[src/rtl/shift_add_mult_seq.sv]
// rtl/shift_add_mult_seq.sv - sequential shift-and-add multiplier, unsigned or two's-complement
// One add/shift step per clock. The product is published on completion and held until the next one.
module shift_add_mult_seq #(
  parameter int WIDTH = 8,
  parameter int CNT_W = $clog2(WIDTH)
) (
  input  logic                 i_clk,
  input  logic                 i_rst_n,
  input  logic                 i_start,
  input  logic                 i_signed,
  input  logic                 i_abort,
  input  logic [WIDTH-1:0]     i_mcand,
  input  logic [WIDTH-1:0]     i_mplier,
  output logic                 o_ready,
  output logic                 o_busy,
  output logic                 o_done,
  output logic [2*WIDTH-1:0]   o_product
);

  typedef enum logic [1:0] {S_IDLE, S_RUN, S_DONE} state_t;

  state_t               state_q, state_d;
  logic [WIDTH-1:0]     a_q, a_d;
  logic [WIDTH-1:0]     q_q, q_d;
  logic [WIDTH-1:0]     m_q, m_d;
  logic [CNT_W-1:0]     cnt_q, cnt_d;
  logic                 mode_q, mode_d;
  logic [2*WIDTH-1:0]   prod_q, prod_d;

  logic [WIDTH-1:0]     addend;
  logic [WIDTH:0]       a_ext, add_ext, sum;
  logic                 last_step;

  // The multiplier's sign bit carries negative weight, so the final signed step subtracts.
  always_comb begin
    addend    = q_q[0] ? m_q : '0;
    a_ext     = mode_q ? {a_q[WIDTH-1], a_q} : {1'b0, a_q};
    add_ext   = mode_q ? {addend[WIDTH-1], addend} : {1'b0, addend};
    last_step = (cnt_q == CNT_W'(WIDTH-1));
    sum       = (mode_q && last_step) ? (a_ext - add_ext) : (a_ext + add_ext);
  end

  always_comb begin
    state_d = state_q;
    a_d     = a_q;
    q_d     = q_q;
    m_d     = m_q;
    cnt_d   = cnt_q;
    mode_d  = mode_q;
    prod_d  = prod_q;
    case (state_q)
      S_IDLE: begin
        if (i_start && !i_abort) begin
          a_d     = '0;
          q_d     = i_mplier;
          m_d     = i_mcand;
          mode_d  = i_signed;
          cnt_d   = '0;
          state_d = S_RUN;
        end
      end
      S_RUN: begin
        if (i_abort) begin
          state_d = S_IDLE;
        end else begin
          a_d   = sum[WIDTH:1];
          q_d   = {sum[0], q_q[WIDTH-1:1]};
          cnt_d = cnt_q + 1'b1;
          if (last_step) begin
            prod_d  = {sum[WIDTH:1], sum[0], q_q[WIDTH-1:1]};
            state_d = S_DONE;
          end
        end
      end
      S_DONE:  state_d = S_IDLE;
      default: state_d = S_IDLE;
    endcase
  end

  always_ff @(posedge i_clk or negedge i_rst_n) begin
    if (!i_rst_n) begin
      state_q <= S_IDLE;
      a_q     <= '0;
      q_q     <= '0;
      m_q     <= '0;
      cnt_q   <= '0;
      mode_q  <= 1'b0;
      prod_q  <= '0;
    end else begin
      state_q <= state_d;
      a_q     <= a_d;
      q_q     <= q_d;
      m_q     <= m_d;
      cnt_q   <= cnt_d;
      mode_q  <= mode_d;
      prod_q  <= prod_d;
    end
  end

  assign o_ready   = (state_q == S_IDLE);
  assign o_busy    = (state_q == S_RUN);
  assign o_done    = (state_q == S_DONE);
  assign o_product = prod_q;

endmodule
[config.mk]
export PLATFORM = sky130hd
export DESIGN_NAME = shift_add_mult_seq
export DESIGN_NICKNAME = d
export VERILOG_FILES = /design/src/rtl/shift_add_mult_seq.sv
export SDC_FILE = /design/constraint.sdc
export NUM_CORES = 1
export LEC_CHECK = 0
export CORE_MARGIN = 2
export CORE_UTILIZATION = 30
export CTS_CLUSTER_SIZE = 10
export DETAILED_ROUTE_END_ITERATION = 16
export PLACE_DENSITY = 0.52
export SKIP_CTS_REPAIR_TIMING = 1
export SYNTH_ARGS = -nofsm -noshare
export SYNTH_HDL_FRONTEND = slang
export SYNTH_SLANG_ARGS = --single-unit
[constraint.sdc]
create_clock -name i_clk -period 8.05 [get_ports i_clk]
set_input_delay 1.61 -clock i_clk [delete_from_list [all_inputs] [get_ports i_clk]]
set_output_delay 1.61 -clock i_clk [all_outputs]
set_load 0.02 [all_outputs]
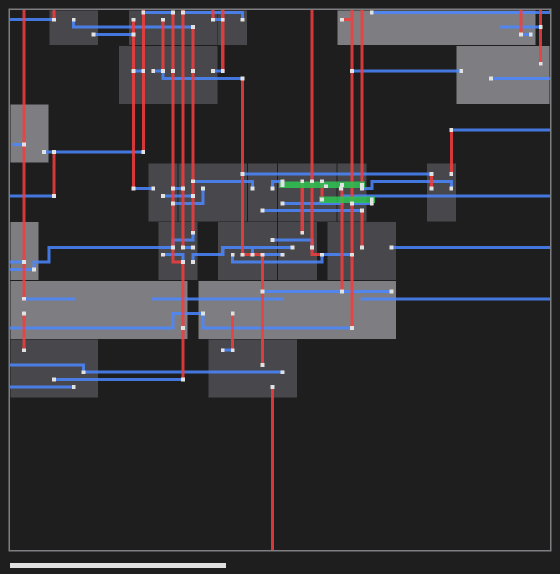
Figure 1: run 1, layout detail.
Scale bar: 10 um. Region (12, 12) to (37, 37) um. Cells in gray, sequential cells in the stronger gray; small squares are vias.
- M2: red
- M1: blue
- M3: green
- netlist names of flops here include: `m_q` (2), `a_q` (1)
- most frequent: nand2_1 (5), dfrtp_1 (3)
- cells with their middle in the window: 19
- sequential cells in the window: 3

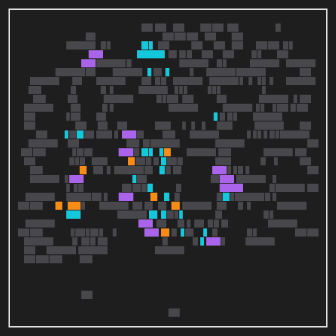
Figure 2: run 1, gate families picked out.
- and/or cells: orange (cells 8)
- nor cells: cyan (cells 24)
- fa/ha/maj cells: purple (cells 12)

==> results_dict.tcl, run 1 <==
# implementation run metrics
set metrics [dict create \
    die_h_um 96.49 \
    antenna_found_initial 0 \
    ant_nets 0 \
    ctsHtreeMaxLevel 2 \
    async_reset_ff_share_pct 100.0 \
    avgSynthCellArea_um2 9.684 \
    tns_ps 0 \
    p_int_mw 0.5080 \
    seqPwrFrac_pct 37.1 \
    root_buffer "clkbuf_8" \
    startpoint_type "input port" \
    ff_type "dfrtp_1" \
    dieArea_um2 9310 \
    fin_worst_skew_ps 9.496 \
    grt_max_degree 47 \
    p_leak_nw 1.370 \
    period_needed_ps 3642 \
    grt_pass1_vias 1907 \
    cts_made_buffers 5 \
    initCoreUtil_pct 31.08 \
    fin_crit_sh_pct 45.25 \
    ys_seq_share_pct 44.86 \
    coreArea_um2 8258 \
    die_w_um 96.49 \
    top_cells_by_area "dfrtp_1 (45%), nand2_1 (7.8%), ha_1 (5.4%)" \
    numSynthFlops 46 \
    logic_family "simple AND/OR/NAND/NOR gates" \
    edf_count 0 \
    drt_wl_total_um 5749 \
    common_cells "nand2_1 (53), dfrtp_1 (46), o21ai_0 (27)" \
    switching_power_mw 0.3433 \
    hold_viol_final 0 \
    layout-drive-gt1-share_pct 8.882 \
    cts-root-to-sink-buffers 2 \
    grt_usage_pct 13.16 \
    setup-violations-final 0 \
    port_buffers 39 \
    yosys-stat-cells 265 \
    critPathCaptureType "flip-flop" \
    clock_latency_ps 300 \
    hp-class "reg2reg" \
    required_ps 8250 \
    drv_cap 0 \
    yosysWarnings 0 \
    slew_viol_final 0 \
    drc 0 \
    worst_pin_slew_ps 1034 \
    place_hpwl_um 4331 \
    viasPerCell 4.822 \
    synthMuxAreaShare_pct 7.947 \
    power_density_nw_per_um2 271.6 \
    cts_tree "done" \
    synth_adder_area_share_pct 6.143 \
    cts.sinks 46 \
    synth-xor-area-share_pct 3.413 \
    syn_area_um2 2566 \
    ir_drop_v 0.00009319 \
    rsz0062_at_grt "false" \
    vias 1972 \
    relSlewSlack_pct 31.07 \
    grt_pass1_wl_um 9473 \
    arrival_ps 3840 \
    io_pins 40 \
    fmax_ghz 0.2746 \
    worstSetupPathType "in2reg" \
    p_sw_share_pct 40.33 \
    synth_top_area_share_pct 44.86 \
    place.gp.congestion 0.7685 \
    combPwrFrac_pct 45.4 \
    grt.overflow.total 0 \
    synth-area-yosys_um2 2566 \
    drt_iter0_markers 55 \
    area_delta_synth_final_pct 22.14 \
    simple_gate_share_pct 20.58 \
    fp-row-count 33 \
    dr.pass1.iters 4 \
    nets 336 \
    top_cell "nand2_1" \
    p_clk_share_pct 17.5 \
    outcome "completed" \
    fp_nets 298 \
    synth.distinct_cells 49 \
]
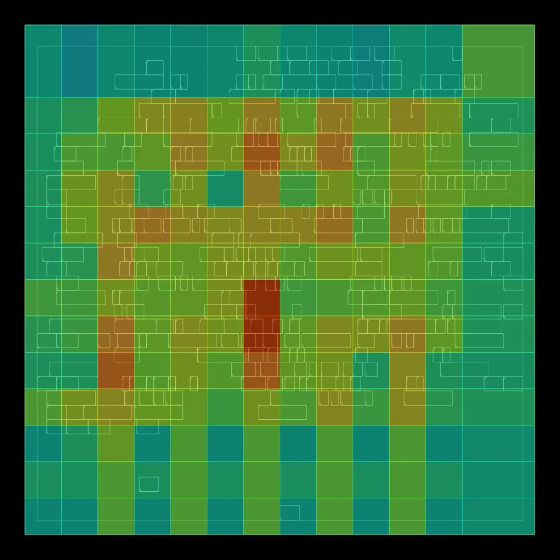
Figure 3: run 1, routing congestion.
WL/cell: 14.06 um
final cell utilization of the core: 37.95%
grt met1 use: 18.98%

run 1: worst max-delay path, stage by stage:
cell	delay, ps
clkdlybuf4s50_1	500
nor2_1	190
nand3_1	600
inv_1	550
mux2_2	380
run 1: kinds of logic after synthesis:
| group | count (synthesis) |
|---|---|
| flip-flops | 46 |
| AND/OR/NAND/NOR | 106 |
| buffers and inverters | 17 |
| XOR/XNOR | 10 |
| multiplexers | 19 |
| AND-OR/OR-AND | 55 |
| adder cells (fa/ha/maj) | 12 |
run 1: through the flow:
stage | total power, mW | std cells | area [um^2] | setup WS [ps] | hold slack (ps)
floorplan | 0.6042 | 265 | 2566 | 5369 | 449.8
global placement | 0.7080 | 401 | 3040 | 4103 | 465.5
detailed placement | 0.7084 | 401 | 3040 | 4045 | 469.1
CTS | 0.8625 | 409 | 3134 | 4367 | 493.5
global route | 0.9295 | 409 | 3134 | 4243 | 512.2
finish | 0.8514 | 409 | 3134 | 4408 | 486.8
run 1: final cells by class:
class	instances	area (um^2)
inverter	8	35.03
multi-input combinational	202	1330
timing repair buffer	40	392.9
fill	856	5124
sequential	46	1151
tap	105	131.4
clock inverter	3	25.02
clock buffer	5	68.82
run 1: layout by cell type (no fill, tap or decap), types with 2 or more instances in the layout:
cell and n:
clkdlybuf4s50_1 38, o21ai_0 27, mux2_2 11, a221oi_1 2, or4_1 2, mux2i_1 8
a22o_1 4, inv_1 7, nor2b_1 4, or3_1 3, o211ai_1 2, o21ai_1 2
clkbuf_8 5, nand2b_1 7, xor2_1 2, nand2_1 53, clkinv_4 2, ha_1 11
nor3_1 5, a21oi_1 7, nand3b_1 4, dfrtp_1 46, xnor2_1 8, nor2_1 12
nand3_1 7
run 1: power by group through the flow:
stage | clock network (mW) | registers [mW] | logic [mW]
final | 0.149 | 0.316 | 0.386
after global routing | 0.166 | 0.323 | 0.440
after CTS | 0.156 | 0.317 | 0.390
after detailed placement | 0 | 0.321 | 0.388
after global placement | 0 | 0.319 | 0.389
after floorplan | 0 | 0.308 | 0.296
run 1: state kept, by name, indices dropped and copies added (netlist names):
register	count
state_q	2
m_q	8
o_product	16
a_q	8
cnt_q	3
q_q	8
mode_q	1
run 1: final timing paths:
path | endpoint | start | slack [ps] | cells after the start
max | o_product[13] | i_abort | 4410 | 5
min | o_product[6] | o_product[6] | 490 | 2
max reg2reg | o_product[15] | q_q[0] | 4720 | 12
min reg2reg | o_product[6] | o_product[6] | 490 | 2
max in group asynchronous | a_q[6] | i_rst_n | 5920 | 1
min in group asynchronous | q_q[4] | i_rst_n | 1480 | 1
run 1: per-layer routing:
metal / vias up / GRT usage (%) / share of wire, %
met2: 39 / 20.49 / 46
met3: 4 / 2.870 / 3.9
met4: 0 / 2.465 / 0.70
li1: 1007 / - / -
met1: 922 / 18.98 / 49
met5: - / 0 / 0
==> inputs of run 2 (changes only) <==
clock period = 3.5 ns   (was 8.05 ns; I/O delays follow)
==> results_dict.tcl, run 2 <==
# implementation run metrics
set metrics [dict create \
    arrival_ps 3260 \
    cts_made_buffers 5 \
    min-delay-start "o_product[4]" \
    grt_pass1_vias 1866 \
    p_sw_share_pct 39.90 \
    grt_usage_pct 13.21 \
    io_pins 40 \
    coreArea_um2 8258 \
    drc 0 \
    ctsHtreeMaxLevel 2 \
    synthMuxAreaShare_pct 7.947 \
    hold_viol_final 0 \
    relSlewSlack_pct 30.92 \
    dieArea_um2 9310 \
    crit_fanout 15 \
    layout_top_cell "nand2_1" \
    fin_crit_sh_pct 88.12 \
    syn_inst 265 \
    die_w_um 96.49 \
    r2r_start "q_q[0]" \
    fin_worst_skew_ps 8.103 \
    required_ps 3670 \
    fp-row-count 33 \
    port_buffers 39 \
    combPwrFrac_pct 45.5 \
    place_hpwl_um 4167 \
    yosys-stat-cells 265 \
    synth_top_area_share_pct 44.86 \
    grt.overflow.total 0 \
    power_density_nw_per_um2 618.0 \
    async_reset_ff_share_pct 100.0 \
    ant_nets 0 \
    avgSynthCellArea_um2 9.684 \
    critPathCaptureType "flip-flop" \
    worst_pin_slew_ps 1036 \
    layout-drive-gt1-share_pct 9.508 \
    worstSetupStartpoint "q_q[0]" \
    viasPerCell 4.841 \
    yosysWarnings 0 \
    ff_type "dfrtp_1" \
    antenna_found_initial 0 \
    grt_pass1_wl_um 9446 \
    root_buffer "clkbuf_8" \
    drt_iter0_markers 87 \
    initCoreUtil_pct 31.08 \
    insertedDiodeCount 0 \
    drv_cap 0 \
    largest_reg_flops 16 \
    die_h_um 96.49 \
    clock_latency_ps 300 \
    seqPwrFrac_pct 37.5 \
    synth-xor-area-share_pct 3.413 \
    nets 337 \
    edf_count 0 \
    ir_drop_v 0.0002638 \
    top_cell "nand2_1" \
    numSynthFlops 46 \
    post-place-ws_ps 290.7 \
    hp-class "reg2reg" \
    synth_adder_area_share_pct 6.143 \
    fmax_ghz 0.3242 \
    synth.distinct_cells 49 \
    p_int_mw 1.166 \
    place.gp.congestion 0.8847 \
    cts.sinks 46 \
    period_needed_ps 3084 \
    slew_viol_final 0 \
    drt_wl_total_um 5718 \
    setup-violations-final 0 \
    p_leak_nw 1.372 \
    grt_max_degree 47 \
    fp_nets 298 \
    rsz0062_at_grt "false" \
    outcome "completed" \
    worstSetupPathType "reg2reg" \
    p_clk_share_pct 17.0 \
    lay_top_cells "nand2_1 (53), dfrtp_1 (45), clkdlybuf4s50_1 (38), o21ai_0 (27), nor2_1 (12)" \
    ys_sh_aoi_pct 13.75 \
    simple_gate_share_pct 20.58 \
    switching_power_mw 0.7741 \
    top_area_cell "dfrtp_1" \
    clk_pin_slew_ps 90 \
    top_cells_by_area "dfrtp_1 (45%), nand2_1 (7.8%), ha_1 (5.4%)" \
    ys_seq_share_pct 44.86 \
    common_cells "nand2_1 (53), dfrtp_1 (46), o21ai_0 (27)" \
    synth-area-yosys_um2 2566 \
    cts-root-to-sink-buffers 2 \
    openroad.warnings 26 \
    cts_tree "done" \
    area_delta_synth_final_pct 22.33 \
    tns_ps 0 \
    fin_ws_ps 415.8 \
    startpoint_type "flip-flop" \
    post_drt_wl_per_cell_um 13.95 \
    syn_area_um2 2566 \
    vias 1985 \
    logic_family "simple AND/OR/NAND/NOR gates" \
    dr.pass1.iters 4 \
]
-- run 2: cell types whose count changed in the layout (fill, tap and decap cells not counted), sizes merged --
cell / change
buf: +1
clkinv: +1
inv: -1
-- run 2: stage by stage --
stage	hold slack, ps	utilization, %	power [mW]	std cells	area [um^2]
2_1_floorplan	404.4	-	1.390	265	2566
3_3_place_gp	456.5	36.91	1.609	402	3048
3_5_place_dp	461.8	36.91	1.620	402	3048
4_1_cts	485.2	38.00	1.964	410	3138
5_1_grt	509.1	38.02	2.121	410	3139
6_report	477.5	38.02	1.940	410	3139
-- run 2: cell families after synthesis --
kind of cell	Yosys count
flops	46
xor+xnor	10
fa+ha+maj	12
buf+inv	17
simple gates	106
compound gates	55
mux	19
-- run 2: worst max-delay path, stage by stage (launching register included) --
cell,delay (ps)
dfrtp_2,510
nand2_1,140
ha_1,250
a21oi_1,330
nand3b_1,150
o21ai_0,80
a22oi_1,230
ha_1,360
o21a_1,230
o21ai_0,380
nor3_1,80
o21ai_0,100
nand3_1,110
-- run 2: power groups by stage --
| stage | clock network (mW) | logic [mW] | registers, mW |
|---|---|---|---|
| global placement | 0 | 0.872 | 0.737 |
| finish | 0.329 | 0.883 | 0.728 |
| floorplan | 0 | 0.682 | 0.708 |
| global route | 0.372 | 1.00 | 0.745 |
| detailed placement | 0 | 0.883 | 0.737 |
| CTS | 0.349 | 0.886 | 0.729 |
-- run 2: layer usage --
metal  vias up  part of all wire [%]  track usage (%)
li1       1014                     -                -
met1       923                    51            19.51
met2        43                    44            19.44
met3         5                   4.2            2.870
met4         0                  0.86            3.638
met5         -                     0                0
-- run 2: worst paths after layout --
path,endpoint,slack [ps],depth (start not counted)
min in group asynchronous,o_product[3],570,1
worst max-delay path,a_q[6],420,12
max in group asynchronous,q_q[0],2210,1
worst max register to register,a_q[6],420,12
worst min-delay path,o_product[4],480,2
worst min register to register,o_product[4],480,2
-- run 2: final cells by class --
type | count | area (um^2)
clock buffers | 5 | 68.82
clock inverters | 3 | 21.27
fillers | 840 | 5119
inverters | 8 | 35.03
multi-input cells | 202 | 1330
flip-flops and latches | 46 | 1152
well taps | 105 | 131.4
repair buffers | 41 | 400.4
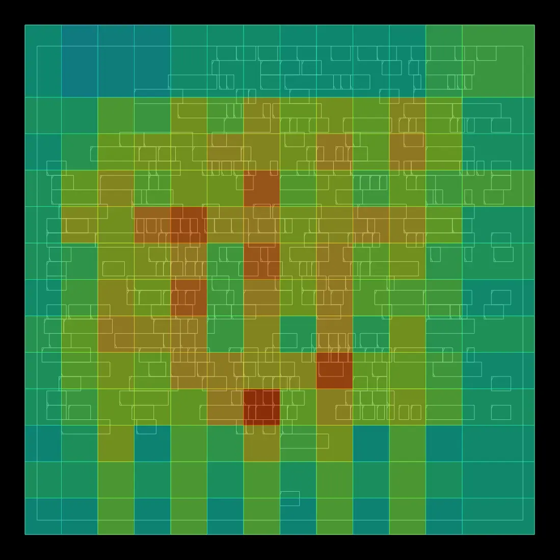
Figure 4: run 2, routing congestion.
GR Util met3: 2.870%
met2 Usage GRT: 19.44%

==> inputs of run 3 (changes only) <==
CELL_PAD_IN_SITES_DETAIL_PLACEMENT = 0   (was unset)
CELL_PAD_IN_SITES_GLOBAL_PLACEMENT = 1   (was unset)
CTS_CLUSTER_SIZE = unset   (was 10)
PLACE_DENSITY = 0.63   (was 0.52)
SLEW_MARGIN = 20   (was unset)
==> results_dict.tcl, run 3 <==
# implementation run metrics
set metrics [dict create \
    outcome "completed" \
    crit_fanout 8 \
    clk_pin_slew_ps 90 \
    dieArea_um2 9310 \
    period_needed_ps 3145 \
    fp-row-count 33 \
    logic_family "simple AND/OR/NAND/NOR gates" \
    hold_viol_final 0 \
    path_common_cell "ha_1" \
    synth_adder_area_share_pct 6.143 \
    syn_area_um2 2566 \
    worst_pin_slew_ps 680.1 \
    hold_ws_ps 384.0 \
    drt_iter0_markers 89 \
    slew_viol_final 0 \
    port_buffers 39 \
    crit_buf_inv 0 \
    top_cells_by_area "dfrtp_1 (45%), nand2_1 (7.8%), ha_1 (5.4%)" \
    cts_tree "done" \
    synth-xor-area-share_pct 3.413 \
    grt_pass1_wl_um 9694 \
    ys_seq_share_pct 44.86 \
    synth.distinct_cells 49 \
    ys_sh_aoi_pct 13.75 \
    arrival_ps 3340 \
    fin_worst_skew_ps 7.960 \
    setup-violations-final 0 \
    cts_made_buffers 5 \
    grt_pass1_vias 1961 \
    drt_wl_total_um 5800 \
    rsz0062_at_grt "false" \
    grt_max_degree 47 \
    synth_top_area_share_pct 44.86 \
    edf_count 0 \
    largest_reg_flops 16 \
    synthMuxAreaShare_pct 7.947 \
    lay_top_cells "nand2_1 (53), dfrtp_1 (45), clkdlybuf4s50_1 (38), o21ai_0 (27), nor2_1 (12)" \
    initCoreUtil_pct 31.08 \
    coreArea_um2 8258 \
    common_cells "nand2_1 (53), dfrtp_1 (46), o21ai_0 (27)" \
    clock_latency_ps 310 \
    syn_inst 265 \
    hp-class "in2async" \
    dr.pass1.iters 5 \
    cts.sinks 46 \
    drv_cap 0 \
    ctsHtreeMaxLevel 2 \
    nets 341 \
    worstSetupPathType "reg2reg" \
    openroad.warnings 26 \
    required_ps 3690 \
    viasPerCell 4.807 \
    fin_util_pct 38.68 \
    crit_family "AND-OR/OR-AND gates" \
    numSynthFlops 46 \
    cp_slowest_cell "o41a_1" \
    yosysWarnings 0 \
    insertedDiodeCount 0 \
    yosys-stat-cells 265 \
    fin_crit_sh_pct 89.85 \
    die_h_um 96.49 \
    tns_ps 0 \
    fill_cells 853 \
    grt_usage_pct 13.75 \
    regArea_um2 1152 \
    ant_nets 0 \
    crit_chain "ha_1 > ha_1 > a21oi_1 > nand3b_1 > o21ai_0 > a22oi_1 > ha_1 > o211ai_1 > a21oi_1 > o41a_1 > xnor2_1 > o21ai_0" \
    simple_gate_share_pct 20.58 \
    grt.overflow.total 0 \
    fp_nets 298 \
    avgSynthCellArea_um2 9.684 \
    place_hpwl_um 4362 \
    ff_type "dfrtp_1" \
    cts-root-to-sink-buffers 2 \
    relSlewSlack_pct 54.47 \
    slowest_delay_ps 430 \
    vias 1990 \
    critPathCaptureType "flip-flop" \
    layout-drive-gt1-share_pct 10.68 \
    place.gp.congestion 0.8278 \
    async_reset_ff_share_pct 100.0 \
    antenna_found_initial 0 \
    root_buffer "clkbuf_8" \
    post_drt_wl_per_cell_um 14.01 \
    ir_drop_v 0.0002439 \
    synth-area-yosys_um2 2566 \
    logic_area_um2 1330 \
    startpoint_type "flip-flop" \
    layout_top_cell "nand2_1" \
    drc 0 \
    top_cell "nand2_1" \
    p_leak_nw 1.407 \
    power_density_nw_per_um2 632.0 \
    io_pins 40 \
    fmax_ghz 0.3180 \
    die_w_um 96.49 \
    top_area_cell "dfrtp_1" \
    area_delta_synth_final_pct 24.48 \
]
==> run 3: cell types whose count changed in the layout (fill, tap and decap cells not counted), sizes merged <==
cell / before / now
buf: 3 / 7
bufinv: 0 / 1
clkinv: 3 / 2
clkinvlp: 1 / 0
inv: 7 / 8
==> run 3: where the power goes <==
| group | leakage (nW) | switching [mW] | internal [mW] |
|---|---|---|---|
| Clock | 0.0585 | 0.195 | 0.214 |
| Sequential | 0.599 | 0.103 | 0.627 |
| Combinational | 0.749 | 0.477 | 0.403 |
==> run 3: path summary, 6_finish.rpt <==
path                               startpoint             to  slack [ps]  cells past startpoint
worst max-delay path                 cnt_q[0]  o_product[15]         360                     12
worst min-delay path                  i_rst_n         q_q[4]         380                      1
worst max register to register       cnt_q[0]  o_product[15]         360                     12
worst min register to register  o_product[10]  o_product[10]         480                      2
max in group asynchronous             i_rst_n         q_q[0]        2690                      1
min in group i_clk              o_product[10]  o_product[10]         480                      2
==> run 3: worst register-to-register path, stage by stage, from the launching register on <==
cell	delay, ps
dfrtp_1	410
ha_1	200
ha_1	270
a21oi_1	390
nand3b_1	160
o21ai_0	80
a22oi_1	170
ha_1	340
o211ai_1	120
a21oi_1	100
o41a_1	430
xnor2_1	280
o21ai_0	110
==> run 3: cells by family (layout without fill, tap and decap cells) <==
logic type,Yosys count,in the layout
DFF,46,46
and+or+nand+nor,106,106
adders and majority gates,12,12
muxes,19,19
AOI/OAI and AO/OA,55,55
xor gates and xnor gates,10,10
buffers and inverters,17,61
==> run 3: area by class of cell <==
| type | instances | share of cell area, % |
|---|---|---|
| multi-input cells | 202 | 41.64 |
| repair buffers | 45 | 13.55 |
| well taps | 105 | 4.113 |
| clock buffers | 5 | 2.154 |
| clock inverters | 3 | 1.371 |
| flip-flops and latches | 46 | 36.08 |
| inverters | 8 | 1.097 |
==> run 3: through the flow <==
stage / setup slack (ps) / area, um^2 / total power [mW] / cells
floorplan: 819.4 / 2566 / 1.390 / 265
global placement: 277.9 / 3078 / 1.617 / 406
detailed placement: 253.8 / 3078 / 1.625 / 406
CTS: 262.2 / 3191 / 2.040 / 414
global route: 113.2 / 3194 / 2.219 / 414
finish: 355.3 / 3194 / 2.019 / 414
==> run 3: routing by layer <==
layer / vias up / global-route usage, % / part of all wire (%)
met4: 0 / 4.343 / 1.6
met2: 38 / 20.78 / 44
met5: - / 0 / 0
met3: 9 / 2.715 / 3.2
li1: 1015 / - / -
met1: 928 / 19.79 / 51
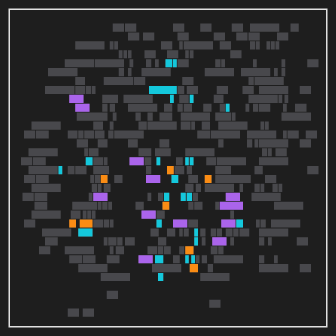
Figure 5: run 3, gate families picked out.
- and/or cells: orange (cells 8)
- fa/ha/maj cells: purple (cells 12)
- nor cells: cyan (cells 24)

Power figures rest on the tool's default switching activity, not on a simulated workload.
